[src/rtl/rvc_mem_defs.sv]
// Shared memory-side definitions for the RVC caches and the main-memory arbiter.
package rvc_mem_defs;

  localparam int unsigned DEF_ADDR_W = 28;
  localparam int unsigned DEF_DATA_W = 128;

  typedef enum logic [1:0] {
    ARB_IDLE    = 2'd0,
    ARB_BUSY_I  = 2'd1,
    ARB_BUSY_D  = 2'd2,
    ARB_RELEASE = 2'd3
  } arb_state_e;

  // D wins when alone, when it has fixed priority, or when I was served last.
  function automatic logic arb_pick_d(input logic i_req, input logic d_req,
                                      input logic prio, input logic last);
    return d_req & (~i_req | prio | ~last);
  endfunction

endpackage

[src/rtl/mem_arbiter.sv]
// Shares the single main-memory line port between the I-cache and the D-cache,
// registering the winning request and steering the completion strobe back.
module mem_arbiter
  import rvc_mem_defs::*;
#(
  parameter bit          DCACHE_PRIO = 1'b0,
  parameter int unsigned ADDR_W      = DEF_ADDR_W,
  parameter int unsigned DATA_W      = DEF_DATA_W
) (
  input  logic              clk,
  input  logic              proc_reset,
  input  logic              i_mem_read,
  input  logic [ADDR_W-1:0] i_mem_addr,
  output logic [DATA_W-1:0] i_mem_rdata,
  output logic              i_mem_ready,
  input  logic              d_mem_read,
  input  logic              d_mem_write,
  input  logic [ADDR_W-1:0] d_mem_addr,
  input  logic [DATA_W-1:0] d_mem_wdata,
  output logic [DATA_W-1:0] d_mem_rdata,
  output logic              d_mem_ready,
  output logic              mem_read,
  output logic              mem_write,
  output logic [ADDR_W-1:0] mem_addr,
  output logic [DATA_W-1:0] mem_wdata,
  input  logic [DATA_W-1:0] mem_rdata,
  input  logic              mem_ready
);

  arb_state_e        r_state, w_state_nxt;
  logic              r_last, w_last_nxt;
  logic              r_mem_read, w_mem_read_nxt;
  logic              r_mem_write, w_mem_write_nxt;
  logic [ADDR_W-1:0] r_mem_addr, w_mem_addr_nxt;
  logic [DATA_W-1:0] r_mem_wdata, w_mem_wdata_nxt;
  logic              w_i_req, w_d_req, w_grant_d;
  logic              w_i_ready, w_d_ready;

  assign w_i_req   = i_mem_read;
  assign w_d_req   = d_mem_read | d_mem_write;
  assign w_grant_d = arb_pick_d(w_i_req, w_d_req, DCACHE_PRIO, r_last);

  always_ff @(posedge clk) begin
    if (proc_reset) begin
      r_state <= ARB_IDLE;
    end else begin
      r_state <= w_state_nxt;
    end
  end

  always_ff @(posedge clk) begin
    if (proc_reset) begin
      r_last      <= 1'b0;
      r_mem_read  <= 1'b0;
      r_mem_write <= 1'b0;
      r_mem_addr  <= '0;
      r_mem_wdata <= '0;
    end else begin
      r_last      <= w_last_nxt;
      r_mem_read  <= w_mem_read_nxt;
      r_mem_write <= w_mem_write_nxt;
      r_mem_addr  <= w_mem_addr_nxt;
      r_mem_wdata <= w_mem_wdata_nxt;
    end
  end

  always_comb begin
    w_state_nxt     = r_state;
    w_last_nxt      = r_last;
    w_mem_read_nxt  = r_mem_read;
    w_mem_write_nxt = r_mem_write;
    w_mem_addr_nxt  = r_mem_addr;
    w_mem_wdata_nxt = r_mem_wdata;
    w_i_ready       = 1'b0;
    w_d_ready       = 1'b0;
    case (r_state)
      ARB_IDLE: begin
        if (w_grant_d) begin
          // A simultaneous read+write from the D-cache is issued as a write only.
          w_state_nxt     = ARB_BUSY_D;
          w_mem_read_nxt  = d_mem_read & ~d_mem_write;
          w_mem_write_nxt = d_mem_write;
          w_mem_addr_nxt  = d_mem_addr;
          w_mem_wdata_nxt = d_mem_wdata;
        end else if (w_i_req) begin
          w_state_nxt     = ARB_BUSY_I;
          w_mem_read_nxt  = 1'b1;
          w_mem_write_nxt = 1'b0;
          w_mem_addr_nxt  = i_mem_addr;
          w_mem_wdata_nxt = '0;
        end
      end
      ARB_BUSY_I: begin
        if (mem_ready) begin
          w_i_ready       = 1'b1;
          w_last_nxt      = 1'b0;
          w_mem_read_nxt  = 1'b0;
          w_mem_write_nxt = 1'b0;
          w_state_nxt     = ARB_RELEASE;
        end
      end
      ARB_BUSY_D: begin
        if (mem_ready) begin
          w_d_ready       = 1'b1;
          w_last_nxt      = 1'b1;
          w_mem_read_nxt  = 1'b0;
          w_mem_write_nxt = 1'b0;
          w_state_nxt     = ARB_RELEASE;
        end
      end
      ARB_RELEASE: begin
        w_state_nxt = ARB_IDLE;
      end
      default: begin
        w_state_nxt = ARB_IDLE;
      end
    endcase
  end

  assign i_mem_ready = w_i_ready;
  assign d_mem_ready = w_d_ready;
  assign i_mem_rdata = mem_rdata;
  assign d_mem_rdata = mem_rdata;
  assign mem_read    = r_mem_read;
  assign mem_write   = r_mem_write;
  assign mem_addr    = r_mem_addr;
  assign mem_wdata   = r_mem_wdata;

endmodule

[config.mk]
export PLATFORM = sky130hd
export DESIGN_NAME = mem_arbiter
export DESIGN_NICKNAME = d
export VERILOG_FILES = /design/src/rtl/rvc_mem_defs.sv /design/src/rtl/mem_arbiter.sv
export SDC_FILE = /design/constraint.sdc
export NUM_CORES = 1
export LEC_CHECK = 0
export ABC_CLOCK_PERIOD_IN_PS = 1500
export CAP_MARGIN = 20
export CORE_AREA = 2 2 284 286
export CTS_CLUSTER_DIAMETER = 60
export DETAILED_ROUTE_END_ITERATION = 10
export DIE_AREA = 0 0 286 288
export PLACE_DENSITY_LB_ADDON = 0.12
export REMOVE_ABC_BUFFERS = 1
export SETUP_SLACK_MARGIN = 0.4
export SKIP_LAST_GASP = 1
export SLEW_MARGIN = 20
export SYNTH_ARGS = -nofsm -noshare
export SYNTH_HDL_FRONTEND = slang
export SYNTH_SLANG_ARGS = --single-unit
[constraint.sdc]
create_clock -name clk -period 1.5 [get_ports clk]
set_clock_uncertainty 0.1 [all_clocks]
set_input_delay 0.15 -clock clk [delete_from_list [all_inputs] [get_ports clk]]
set_output_delay 0.15 -clock clk [all_outputs]
set_load 0.005 [all_outputs]
Fig. 1: run 1, wiring by layer
Only two layers are drawn.
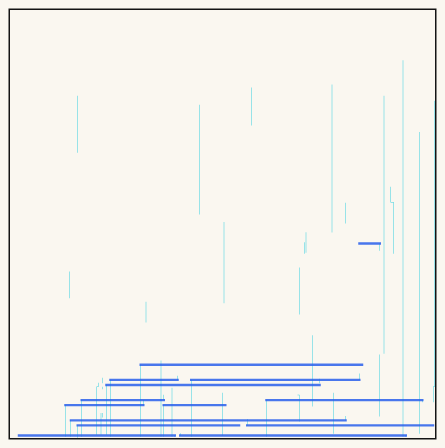
legend:
  blue:
    layer: met5
    wire_length: 1390 µm
  cyan:
    layer: met4
    wire_length: 1870 µm
routed len/inst: 41.04 µm
total track usage: 21.12%

Fig. 2: run 1, clock routing
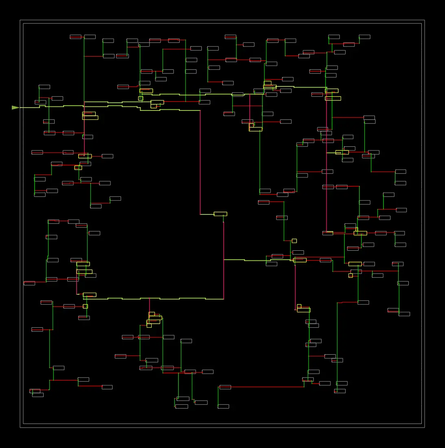
clock sink count: 161
CTS Buf Count: 17

Fig. 3: run 1, power grid
Pins as bars on the die edge.
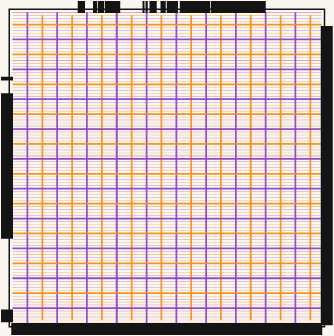
legend:
  orange:
    net: VDD
  purple:
    net: VSS
met5 straps: 20
rows: 104
met4 straps: 20
met1 rails: 105

==> results_dict.tcl, run 1 <==
# place-and-route summary
set metrics [dict create \
    logic_area_um2 3622 \
    buffers 496 \
    common_cells "buf_4 (257), dfxtp_1 (161), a21oi_1 (160)" \
    crit_family "buffers and inverters" \
    regArea_um2 3428 \
    htree_levels 4 \
    pin_count 734 \
    final_util_pct 18.39 \
    placed_cell_area_um2 11520 \
    postRouteAntennaNets 0 \
    yosysWarnings 0 \
    syn_area_per_cell_um2 7.908 \
    ys_sh_simple_pct 17.25 \
    holdWs_ns 0.03553 \
    power-per-cell-area_nw_per_um2 1815 \
    fa_ha_area_share_pct 0.6223 \
    drv_slew 0 \
    seqPwrFrac_pct 23.9 \
    seq_area_frac_synth_pct 40.07 \
    fin_crit_sh_pct 113.4 \
    antennaDiodeCount 0 \
    edf_count 0 \
    failed_checks "negative setup slack" \
    die_h_um 288 \
    crit_chain "inv_2 -> ha_4 -> buf_6 -> o31ai_4 -> buf_6 -> buf_12 -> buf_4 -> a21oi_1 -> a211oi_1" \
    ys_types 26 \
    async_reset_ff_share_pct 0 \
    vdd.ir_drop.worst_mv 0.7230 \
    hold_path_end "mem_wdata[105]$_SDFFE_PP0P_" \
    tightest_slew_ns 0.3806 \
    via_count 8570 \
    postSynthCellCount 1017 \
    synthAoiAreaFrac_pct 13.83 \
    min-delay-start "proc_reset" \
    combPwrFrac_pct 57.0 \
    drv_cap 0 \
    synth_stat.cells 1017 \
    p_clk_share_pct 19.1 \
    cts-root-buf "clkbuf_16" \
    reg2reg_depth 9 \
    end_kind "flop" \
    place.gp.congestion 0.9463 \
    bufAreaShareNonClock_pct 38.44 \
    finalNetCount 1527 \
    core_um2 79640 \
    synth.logic.top_family "buffers and inverters" \
    crit_top_cell "buf_6" \
    ys_area_um2 8043 \
    yosysTopAreaCell "dfxtp_1" \
    dp.cells 2167 \
    die_w_um 286 \
    logic_gates 526 \
    ff_type "dfxtp_1" \
    largest_class "buffers" \
    drcViolationCount 0 \
    drive_above_1_share_pct 54.76 \
    insertion_delay_ns 0.48 \
    layout_top_cell "clkdlybuf4s50_1" \
    mostFrequentLayoutCells "clkdlybuf4s50_1 (190), dfxtp_2 (140), buf_6 (137)" \
    p_leak_nw 5.615 \
    relSlewSlack_pct 74.40 \
    r2r_end "mem_addr[2]$_SDFFE_PP0P_" \
    crit_slowest_cell "dfxtp_2" \
    netlist_area_um2 8043 \
    stdcell_count 2278 \
    die-area_um2 82370 \
    crit_required_ns 1.79 \
    routed_wl_mm 93.49 \
    io_buffers 349 \
    gr-total-overflow 0 \
    hold_violations 0 \
    post_cts_buffers 10 \
    drt_iter0_markers 488 \
    drt_pass1_iterations 5 \
    setup_slack_ns -0.2011 \
    mux_share_pct 0.1245 \
    tritoncts "built" \
    num_tap_cells 1060 \
    finalSetupViolCount 161 \
    post-place-ws_ns -0.5338 \
    cpPeakStageDelay_ns 0.34 \
    pg_comb_w 0.0152 \
    crit_start "r_state[0]$_SDFFE_PP0P_" \
    worstSetupPathType "flop to flop" \
    clockBufferDepth 2 \
    p_clk_w 0.00508 \
    finalPower_w 0.02658 \
    status "finished with violations" \
    clock.fmax_mhz 587.9 \
    grt_max_degree 39 \
    comb_share_pct 24.73 \
    grt_pass1_wl_mm 107.9 \
    inv_count 3 \
    worstPathArrival_ns 1.99 \
    min_period_ns 1.701 \
    vias_per_cell 3.762 \
    rsz0062_at_grt "yes" \
    syn_to_final_growth_pct 82.09 \
    grt_pass1_vias 7876 \
    worst-path-buf-inv 5 \
    internal_power_w 0.01635 \
    seq_share_pct 23.41 \
    cp-endpoint "mem_addr[2]$_SDFFE_PP0P_" \
    ys.flops 161 \
    fp_util_pct 10.10 \
    hold_depth 3 \
    warnings 30 \
    p_sw_share_pct 38.49 \
    final_area_um2 14650 \
    hold_buffers 1 \
    yosysTopAreaCellShare_pct 40.07 \
    seq_cells 161 \
    ctsResizeCount 201 \
    antenna_found_initial 4 \
    num_rows 104 \
    reg2reg_from "r_state[0]$_SDFFE_PP0P_" \
    min_path_type "input port to flop" \
    ys_sh_xor_pct 0 \
    yosysMostFrequentCell "buf_4" \
    worstPathMaxFanout 9 \
]
[run 1: state kept, by name, indices dropped and copies added (netlist names)]
register   count
r_state        2
r_last         1
mem_write      1
mem_addr      28
mem_read       1
mem_wdata    128
[run 1: metal layers]
| layer | vias up | GRT usage (%) | share of wire, % |
|---|---|---|---|
| met5 | - | 13.26 | 1.5 |
| met4 | 28 | 4.908 | 2.0 |
| li1 | 3521 | - | - |
| met3 | 91 | 25.52 | 22 |
| met1 | 4058 | 15.23 | 29 |
| met2 | 872 | 33.50 | 46 |
[run 1: worst reg2reg max path, cell delays in order (launching register included)]
cell and delay (ns):
dfxtp_2 0.34, inv_2 0.06, ha_4 0.17, buf_6 0.12, o31ai_4 0.06, buf_6 0.19
buf_12 0.18, buf_4 0.15, a21oi_1 0.05, a211oi_1 0.19
Fig. 4: run 1, clock distribution
The bar under the picture is 100 µm long.
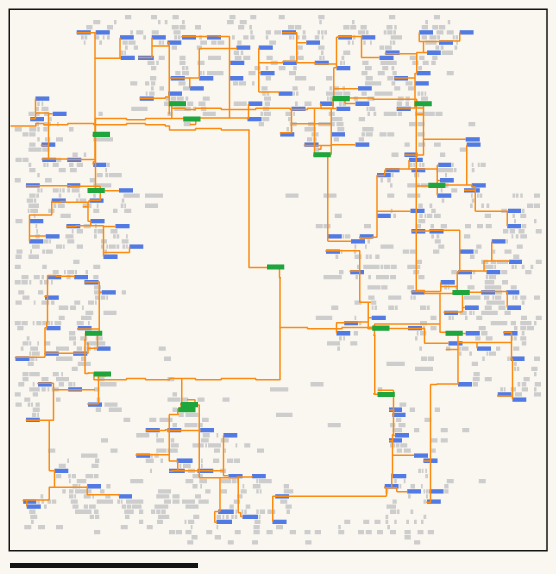

==> run 2, diff against run 1 <==
MAX_ROUTING_LAYER = met4   (was unset)
Fig. 5: run 2, clock distribution
The bar under the picture is 100 µm long.
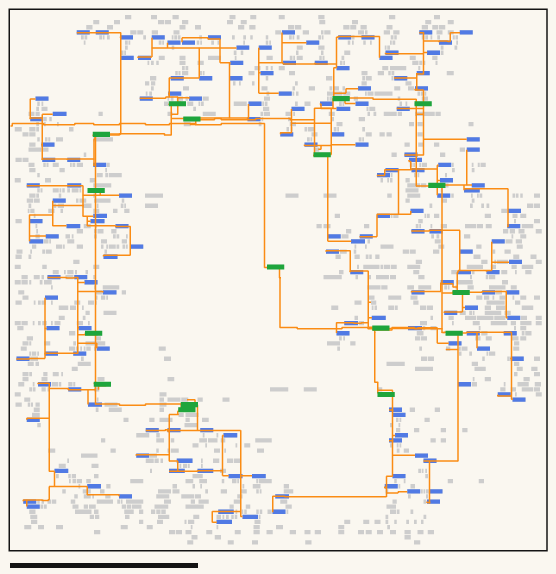
legend:
  blue:
    item: flip-flops
    count: 161
  green:
    item: cells driving clock nets
    count: 17
  orange:
    item: clock wires
    length: 3700 µm
flops lie: spread over the die

Fig. 6: run 2, wiring by layer
Only two layers are drawn.
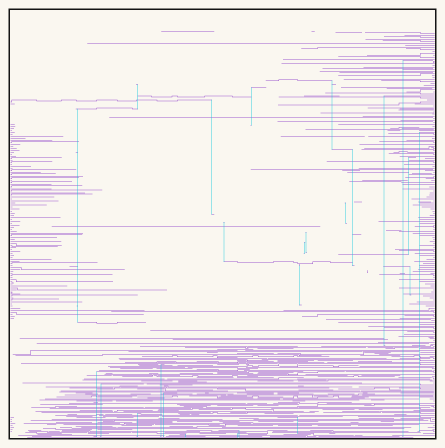
legend:
  purple:
    layer: met3
    wire_length: 22.2 mm
  cyan:
    layer: met4
    wire_length: 1370 µm
vias: 8339
final wirelength: 91.66 mm
total track usage: 21.80%

==> run 2 against run 1 <==
Effect of this change: the flow still finishes with violations (negative setup slack); via count is 2.7% lower; clock power is essentially flat; final cell count shrank 1.4%; combinational power shrank 13%; largest cell class unchanged; largest power group unchanged.
==> results_dict.tcl, run 2 <==
# place-and-route summary
set metrics [dict create \
    warnings 30 \
    internal_power_w 0.01515 \
    postSynthCellCount 1017 \
    largest_reg_flops 128 \
    hold_path_end "mem_wdata[105]$_SDFFE_PP0P_" \
    drv_cap 0 \
    die_w_um 286 \
    syn_to_final_growth_pct 68.68 \
    crit_family "buffers and inverters" \
    holdWs_ns 0.04075 \
    grt_pass1_wl_mm 107.8 \
    crit_slowest_cell "dfxtp_2" \
    rsz0062_at_grt "yes" \
    hold_depth 3 \
    status "finished with violations" \
    ys_types 26 \
    globalRoute.busiestLayer "met2" \
    drive_above_1_share_pct 25.15 \
    drt_iter0_markers 493 \
    layout_top_cell "clkdlybuf4s50_1" \
    yosysMostFrequentCell "buf_4" \
    num_rows 104 \
    crit_top_cell "buf_6" \
    insertion_delay_ns 0.49 \
    end_kind "flop" \
    reg2reg_depth 9 \
    yosysTopAreaCellShare_pct 40.07 \
    p_clk_share_pct 20.8 \
    ys_sh_simple_pct 17.25 \
    wl_met1_mm 25.74 \
    cts.sinks 161 \
    p_clk_w 0.00506 \
    postRouteAntennaNets 0 \
    ys_sh_xor_pct 0 \
    ctsResizeCount 201 \
    cts-root-buf "clkbuf_16" \
    stdcell_count 2245 \
    fa_ha_area_share_pct 0.6223 \
    grt_max_degree 39 \
    tightest_slew_ns 0.4268 \
    regArea_um2 3274 \
    ys_area_um2 8043 \
    hold_violations 0 \
    antennaDiodeCount 0 \
    failed_checks "negative setup slack" \
    setup_slack_ns -0.2542 \
    synth.logic.top_family "buffers and inverters" \
    clock.fmax_mhz 570.1 \
    htree_levels 4 \
    vias_per_cell 3.714 \
    clockBufferDepth 2 \
    fp_util_pct 10.10 \
    edf_count 0 \
    mostFrequentLayoutCells "clkdlybuf4s50_1 (280), nand2_1 (147), dfxtp_1 (134)" \
    wl_met3_mm 22.20 \
    yosysWarnings 0 \
    fin_crit_sh_pct 116.9 \
    finalSetupViolCount 251 \
    pg_comb_w 0.0132 \
    worstSetupPathType "flop to flop" \
    p_sw_share_pct 37.56 \
    gr-total-overflow 0 \
    relSlewSlack_pct 71.29 \
    crit_chain "inv_4 -> ha_4 -> buf_6 -> o31ai_4 -> buf_4 -> buf_6 -> clkbuf_16 -> a21oi_1 -> a211oi_1" \
    cpPeakStageDelay_ns 0.36 \
    pin_count 734 \
    reg2reg_from "r_state[0]$_SDFFE_PP0P_" \
    yosysTopAreaCell "dfxtp_1" \
]
-- run 2: cell counts after synthesis --
Identical to the previous run, type by type.
-- run 2: final cells by class --
class	count	share of cell area, %
Timing Repair Buffer	463	38.29
Sequential cell	161	24.14
Multi-Input combinational cell	526	23.07
Tap cell	1060	9.776
Clock buffer	20	3.366
Clock inverter	12	1.263
Inverter	3	0.1014
-- run 2: through the flow --
step / area (µm²) / total power [W]
after floorplan: 5794 / 0.007758
after global placement: 11520 / 0.01561
after detailed placement: 11520 / 0.01556
after CTS: 12530 / 0.02206
after global routing: 13570 / 0.02567
final: 13570 / 0.02426
Power and IR drop assume default switching activity.
